<file path="src/rtl/fir_lpf_ctrl_pkg.sv">
// Shared types and default constants for the FIR low-pass sequencer.
package fir_lpf_ctrl_pkg;

  typedef enum logic [2:0] {
    ST_IDLE  = 3'd0,
    ST_WRITE = 3'd1,
    ST_MAC   = 3'd2,
    ST_FLUSH = 3'd3,
    ST_DONE  = 3'd4
  } fir_state_e;

  localparam int TAPS_DEF   = 32;
  localparam int DW_DEF     = 12;
  localparam int RD_LAT_DEF = 1;

  // Address width for a power-of-two tap count.
  function automatic int fir_aw(input int taps);
    for (int w = 0; w < 31; w++) begin
      if ((1 << w) >= taps) return w;
    end
    return 31;
  endfunction

endpackage

</file>
<file path="src/rtl/fs_edge_sync.sv">
// Two-flop synchronizer plus registered rising-edge detector; rise_o pulses
// for one clk cycle, three cycles after the asynchronous input rises.
module fs_edge_sync (
  input  logic clk,
  input  logic rst_n,
  input  logic async_i,
  output logic rise_o
);

  logic meta_q, sync_q, prev_q, rise_q;

  always_ff @(posedge clk or negedge rst_n) begin
    if (!rst_n) begin
      meta_q <= 1'b0;
      sync_q <= 1'b0;
      prev_q <= 1'b0;
      rise_q <= 1'b0;
    end else begin
      meta_q <= async_i;
      sync_q <= meta_q;
      prev_q <= sync_q;
      rise_q <= sync_q & ~prev_q;
    end
  end

  assign rise_o = rise_q;

endmodule

</file>
<file path="src/rtl/fir_lpf_ctrl.sv">
// Time-multiplexed FIR sequencer: delay-line write, tap address stepping, MAC
// control and result strobe. FIR_LPF_CTRL_SYM_EN enables symmetric folding.
module fir_lpf_ctrl
  import fir_lpf_ctrl_pkg::*;
#(
  parameter int TAPS   = TAPS_DEF,
  parameter int AW     = fir_aw(TAPS),
  parameter int DW     = DW_DEF,
  parameter int RD_LAT = RD_LAT_DEF
) (
  input  logic          clk,
  input  logic          rst,
  input  logic          f_s,
  input  logic          en,
  input  logic [DW-1:0] din,
  input  logic          ovr_clr,
  output logic          smp_we,
  output logic [AW-1:0] smp_waddr,
  output logic [DW-1:0] smp_wdata,
  output logic [AW-1:0] smp_raddr,
`ifdef FIR_LPF_CTRL_SYM_EN
  output logic [AW-1:0] smp_raddr2,
`endif
  output logic [AW-1:0] coef_raddr,
  output logic          mac_clr,
  output logic          mac_en,
  output logic          mac_last,
  output logic          dout_vld,
  output logic          busy,
  output logic          overrun,
  output logic [2:0]    dbg_state
);

`ifdef FIR_LPF_CTRL_SYM_EN
  localparam int MAC_N = TAPS / 2;
  localparam logic [AW-1:0] TAP_TOP = AW'(TAPS - 1);
`else
  localparam int MAC_N = TAPS;
`endif
  localparam logic [AW-1:0] LAST_I = AW'(MAC_N - 1);
  localparam logic [1:0]    FL_END = 2'(RD_LAT - 1);

  fir_state_e        state_q, state_d;
  logic [AW-1:0]     wr_ptr_q, wr_ptr_d;
  logic [AW-1:0]     tap_q, tap_d;
  logic [1:0]        fl_q, fl_d;
  logic [DW-1:0]     hold_q, hold_d;
  logic [RD_LAT-1:0] iss_q, first_q, last_q;
  logic              overrun_q;
  logic              fs_rise, issue;

  fs_edge_sync u_sync (
    .clk    (clk),
    .rst_n  (rst),
    .async_i(f_s),
    .rise_o (fs_rise)
  );

  always_ff @(posedge clk or negedge rst) begin
    if (!rst) begin
      state_q  <= ST_IDLE;
      wr_ptr_q <= '0;
      tap_q    <= '0;
      fl_q     <= '0;
      hold_q   <= '0;
    end else begin
      state_q  <= state_d;
      wr_ptr_q <= wr_ptr_d;
      tap_q    <= tap_d;
      fl_q     <= fl_d;
      hold_q   <= hold_d;
    end
  end

  always_comb begin
    state_d  = state_q;
    wr_ptr_d = wr_ptr_q;
    tap_d    = tap_q;
    fl_d     = fl_q;
    hold_d   = hold_q;
    issue    = 1'b0;
    case (state_q)
      ST_IDLE: begin
        if (fs_rise && en) begin
          hold_d  = din;
          state_d = ST_WRITE;
        end
      end
      ST_WRITE: begin
        tap_d   = '0;
        state_d = ST_MAC;
      end
      ST_MAC: begin
        issue = 1'b1;
        if (tap_q == LAST_I) begin
          tap_d   = '0;
          fl_d    = '0;
          state_d = ST_FLUSH;
        end else begin
          tap_d = tap_q + AW'(1);
        end
      end
      ST_FLUSH: begin
        if (fl_q == FL_END) state_d = ST_DONE;
        else                fl_d = fl_q + 2'd1;
      end
      ST_DONE: begin
        wr_ptr_d = wr_ptr_q + AW'(1);
        state_d  = ST_IDLE;
      end
      default: state_d = ST_IDLE;
    endcase
  end

  // Address-issue strobe and its first/last markers ride a RD_LAT-deep
  // pipe so the MAC controls line up with the returning RAM/ROM data.
  always_ff @(posedge clk or negedge rst) begin
    if (!rst) begin
      iss_q   <= '0;
      first_q <= '0;
      last_q  <= '0;
    end else begin
      iss_q[0]   <= issue;
      first_q[0] <= issue && (tap_q == '0);
      last_q[0]  <= issue && (tap_q == LAST_I);
      for (int j = 1; j < RD_LAT; j++) begin
        iss_q[j]   <= iss_q[j-1];
        first_q[j] <= first_q[j-1];
        last_q[j]  <= last_q[j-1];
      end
    end
  end

  // A new overrun takes priority over a same-cycle clear.
  always_ff @(posedge clk or negedge rst) begin
    if (!rst)                           overrun_q <= 1'b0;
    else if (fs_rise && en && busy)     overrun_q <= 1'b1;
    else if (ovr_clr)                   overrun_q <= 1'b0;
  end

  assign smp_we     = (state_q == ST_WRITE);
  assign smp_waddr  = smp_we ? wr_ptr_q : '0;
  assign smp_wdata  = smp_we ? hold_q : '0;
  assign smp_raddr  = issue ? (wr_ptr_q - tap_q) : '0;
`ifdef FIR_LPF_CTRL_SYM_EN
  assign smp_raddr2 = issue ? (wr_ptr_q - TAP_TOP + tap_q) : '0;
`endif
  assign coef_raddr = issue ? tap_q : '0;
  assign mac_en     = iss_q[RD_LAT-1];
  assign mac_clr    = first_q[RD_LAT-1];
  assign mac_last   = last_q[RD_LAT-1];
  assign dout_vld   = (state_q == ST_DONE);
  assign busy       = (state_q != ST_IDLE);
  assign overrun    = overrun_q;
  assign dbg_state  = state_q;

endmodule
</file>
<file path="config.mk">
export PLATFORM = sky130hd
export DESIGN_NAME = fir_lpf_ctrl
export DESIGN_NICKNAME = d
export VERILOG_FILES = /design/src/rtl/fir_lpf_ctrl_pkg.sv /design/src/rtl/fs_edge_sync.sv /design/src/rtl/fir_lpf_ctrl.sv
export SDC_FILE = /design/constraint.sdc
export NUM_CORES = 1
export LEC_CHECK = 0
export CORE_MARGIN = 5
export CORE_UTILIZATION = 40
export DETAILED_ROUTE_END_ITERATION = 16
export HOLD_SLACK_MARGIN = 0.1
export PLACE_DENSITY_LB_ADDON = 0.25
export SYNTH_ARGS = -nofsm -noshare
export SYNTH_HDL_FRONTEND = slang
export SYNTH_SLANG_ARGS = --single-unit
</file>
<file path="constraint.sdc">
create_clock -name clk -period 2.2 [get_ports clk]
set_input_delay 0.44 -clock clk [delete_from_list [all_inputs] [get_ports clk]]
set_output_delay 0.44 -clock clk [all_outputs]
set_load 0.02 [all_outputs]
</file>
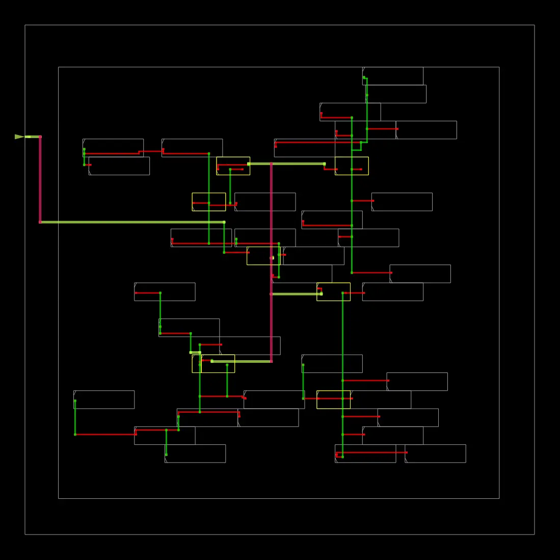
*Clock wiring as the flow saved it*
Fin Clk Skew: 0.00522 ns
Clock Power: 506 uW

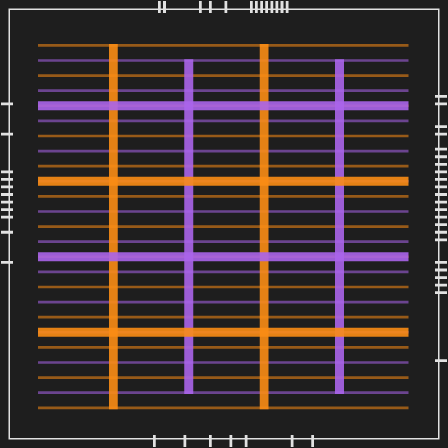
*Floorplan with the power grid*
Pins as bars on the die edge.
color	net
purple	VDD
orange	VSS
signal pins	54
met1 rails	25
rows	24
core area: 0.00435 sq mm
peak supply drop: 0.911 mV
die width: 77.1 microns
Die H: 77.1 microns

==> deck_impl_summary.md <==
Implementation Results

Timing
  • RSZ-0062 raised after global routing: yes
  • Clock period minus worst slack: 2.37 ns
  • Cycle use final: 108%
  • Worst-margin pin slew: 0.459 ns
  • Setup slack after layout: -0.168 ns
  • Final hold violations: 0
  • Max-slew violation count: 0
  • Max Freq: 422 MHz
  • Slew HR: 69.3%
  • Setup_tns: -0.220 ns
  • Final-report setup violation count: 3

Clock network
  • Clk sinks: 35
  • CTS tree: done
  • Root buffer cell: clkbuf_8
  • Clk slew on worst S/H paths: 0.07 ns
  • CTS max path bufs: 2
  • Number of CTS-inserted buffers: 5
  • H-tree depth: 2
  • CTS Hold Buffers Added: 0
  • Worst-Skew Late Latency: 0.28 ns

Floorplanning
  • FP Rows: 24
  • I/O pin total: 54
  • Pre-Place Util: 41.4%
  • Die Size: 0.00594 sq mm

Run status
  • Status: finished, violations left
  • Failing checks: negative setup slack

Yosys
  • Adder share: 7.37%
  • Post-synth mux share: 10.2%
  • Flops out of synthesis: 35
  • Mapped cell area: 0.00180 sq mm
  • Synthesized instance count: 154
  • Post-Synth Simple-Gate Area: 19.1%
  • Library cells used by synthesis: 37
  • Number of enable flip-flop cells: 0
  • Syn Nets: 181
  • Yosys stat area: 0.00180 sq mm
  • # Cells Yosys: 154
  • Area fraction in compound gates: 6.53%
  • Sequential fraction of the synthesis area: 48.6%
  • Yosys xor share: 3.41%
  • Dominant combinational family: simple AND/OR/NAND/NOR gates
  • Syn_area_per_cell: 11.7 sq um
  • Synth Flop Type: dfrtp_1
  • Ys Warns: 0
  • Asr flop ratio synth: 100%

GRT
  • Global Route met1 Usage: 17.0%
  • GRT Overall Usage: 14.2%
  • First-pass GRT wire length: 6910 microns
  • Largest net degree at the start of global routing: 36
  • Grt peak-use layer: met2
  • Antenna violations before repair: 0
  • Vias in the first global route: 1489
  • Grt met2 use: 24.4%
  • Grt met3 use: 4.22%
  • Total grt overflow: 0

Drt
  • Initial DRC count: 99
  • WL final: 4210 microns
  • Residual DRC: 0
  • ANT nets after route: 0
  • Initial DRT Pass Iterations: 4
  • Vias per inst: 4.99
  • Per-cell routed wire length: 14.8 microns
  • Via count: 1417

Placed design
  • IO Port Bufs: 53
  • Post-DP HPWL: 3110 microns
  • GPL Wtd Cong: 0.874
  • Placed cells: 273
  • Worst slack, placed: -0.407 ns

Job
  • Max-cap violations: 0
  • Tool warnings: 29

Final layout
  • # fillers: 361
  • # diodes: 0
  • Layout Area Growth over Synthesis: 45.2%
  • Layout cells sized above 1: 26.3%
  • Non-filler cells, final: 284
  • Final nets: 258
  • Fin util: 60.0%

Setup path
  • Setup CP Type: reg2out
  • Startpoint Class: register
  • Max incr delay on CP: 0.42 ns
  • Crit-path max FO: 2
  • Slowest-stage cell, CP: dfrtp_1
  • Crit-path leading delay family: adder cells
  • Arrival time worst endpoint: 1.93 ns
  • Worst setup EP type: output port
  • Crit-path cells: ha_4 -> fa_2 -> nor2b_2 -> o21a_1 -> nor3_1 -> nor3b_2 -> buf_4
  • Flop2flop setup slack: 0.29 ns
  • CP bufs+invs: 1
  • Crit path DRT: 1.76 ns

Power
  • Final Power: 3470 uW
  • Leak: 0.00130 uW
  • Pwr Density: 1330 mW/mm^2

Hold path
  • Worst hold path class: reg2reg
==> worst paths after layout <==
kind                                from            end  depth (start not counted)
max                             tap_q[0]   smp_raddr[4]                          7
min                        u_sync.meta_q  u_sync.sync_q                          0
max reg2reg                 dbg_state[2]     hold_q[11]                          4
min reg2reg                u_sync.meta_q  u_sync.sync_q                          0
max in group asynchronous            rst      hold_q[0]                          2
min in group asynchronous            rst        overrun                          2
==> cell usage in the layout (no fill, tap or decap), types with 3 or more instances in the layout <==
cell / netlist / layout
nand2_1: 5 / 4
nor2_1: 11 / 11
mux2_2: 3 / 3
and2_1: 19 / 19
dlygate4sd2_1: 0 / 26
inv_1: 11 / 9
xnor2_1: 6 / 6
dfrtp_1: 35 / 35
ha_1: 9 / 8
clkdlybuf4s50_1: 0 / 23
a22o_1: 4 / 4
mux2_4: 10 / 10
nor3b_2: 2 / 3
o21a_1: 3 / 3
buf_4: 0 / 24
clkbuf_8: 0 / 7
==> cell type report <==
| class | count | area [sq um] | share of cell area [%] |
|---|---|---|---|
| well taps | 52 | 65.1 | 2.49 |
| multi-input cells | 103 | 877 | 33.6 |
| inverters | 11 | 41.3 | 1.58 |
| clock buffers | 8 | 100 | 3.83 |
| repair buffers | 75 | 654 | 25.0 |
| flip-flops and latches | 35 | 876 | 33.5 |
==> stage by stage <==
stage,instance area [sq um],hold slack (ns)
3_3_place_gp,2500,0.340
4_1_cts,2580,0.356
6_report,2610,0.351
3_5_place_dp,2500,0.340
5_1_grt,2610,0.379
2_1_floorplan,1810,0.144
==> sequential cells by signal (all words and copies together), names as in the netlist <==
| signal | flops |
|---|---|
| dbg_state | 3 |
| fl_q | 2 |
| hold_q | 12 |
| mac_clr | 1 |
| mac_en | 1 |
| mac_last | 1 |
| overrun | 1 |
| tap_q | 5 |
| u_sync.meta_q | 1 |
| u_sync.prev_q | 1 |
| u_sync.rise_o | 1 |
| u_sync.sync_q | 1 |
| wr_ptr_q | 5 |
==> Yosys cell counts (2+ instances only) <==
cell type  count  share of area (%)
o21ai_0        3               0.83
xnor2_1        6                2.9
a22o_1         4                1.9
ha_1           9                6.3
nor3_1         4                1.1
nor2b_1        4                1.4
nor2_1        11                2.3
nand4_1        2               0.69
mux2_4        10                8.3
clkbuf_1       2               0.42
mux2_2         3                1.9
o21a_1         3                1.3
nand2_1        5                1.0
nor3b_2        2                1.4
inv_1         11                2.3
a211oi_1       2               0.83
dfrtp_1       35                 49
and2_1        19                6.6
==> routing by layer <==
layer / vias up / part of all wire, %
li1: 677 / -
met1: 687 / 44
met2: 45 / 50
met3: 8 / 5.1
met4: 0 / 1.4
met5: - / 0
==> where the power goes <==
group          leakage (uW)  internal [uW]  switching (uW)
logic              0.000805            992             981
clock network     0.0000515            286             220
registers          0.000444            859             133
==> repair_timing <==
action	in CTS	in global routing
pin swaps	2	4
setup buffers	2	1
setup endpoints to repair	30	5
gates resized	51	8
gates cloned	0	0
endpoints found under the hold margin	0	0
Power is estimated from default activity; no workload was simulated.
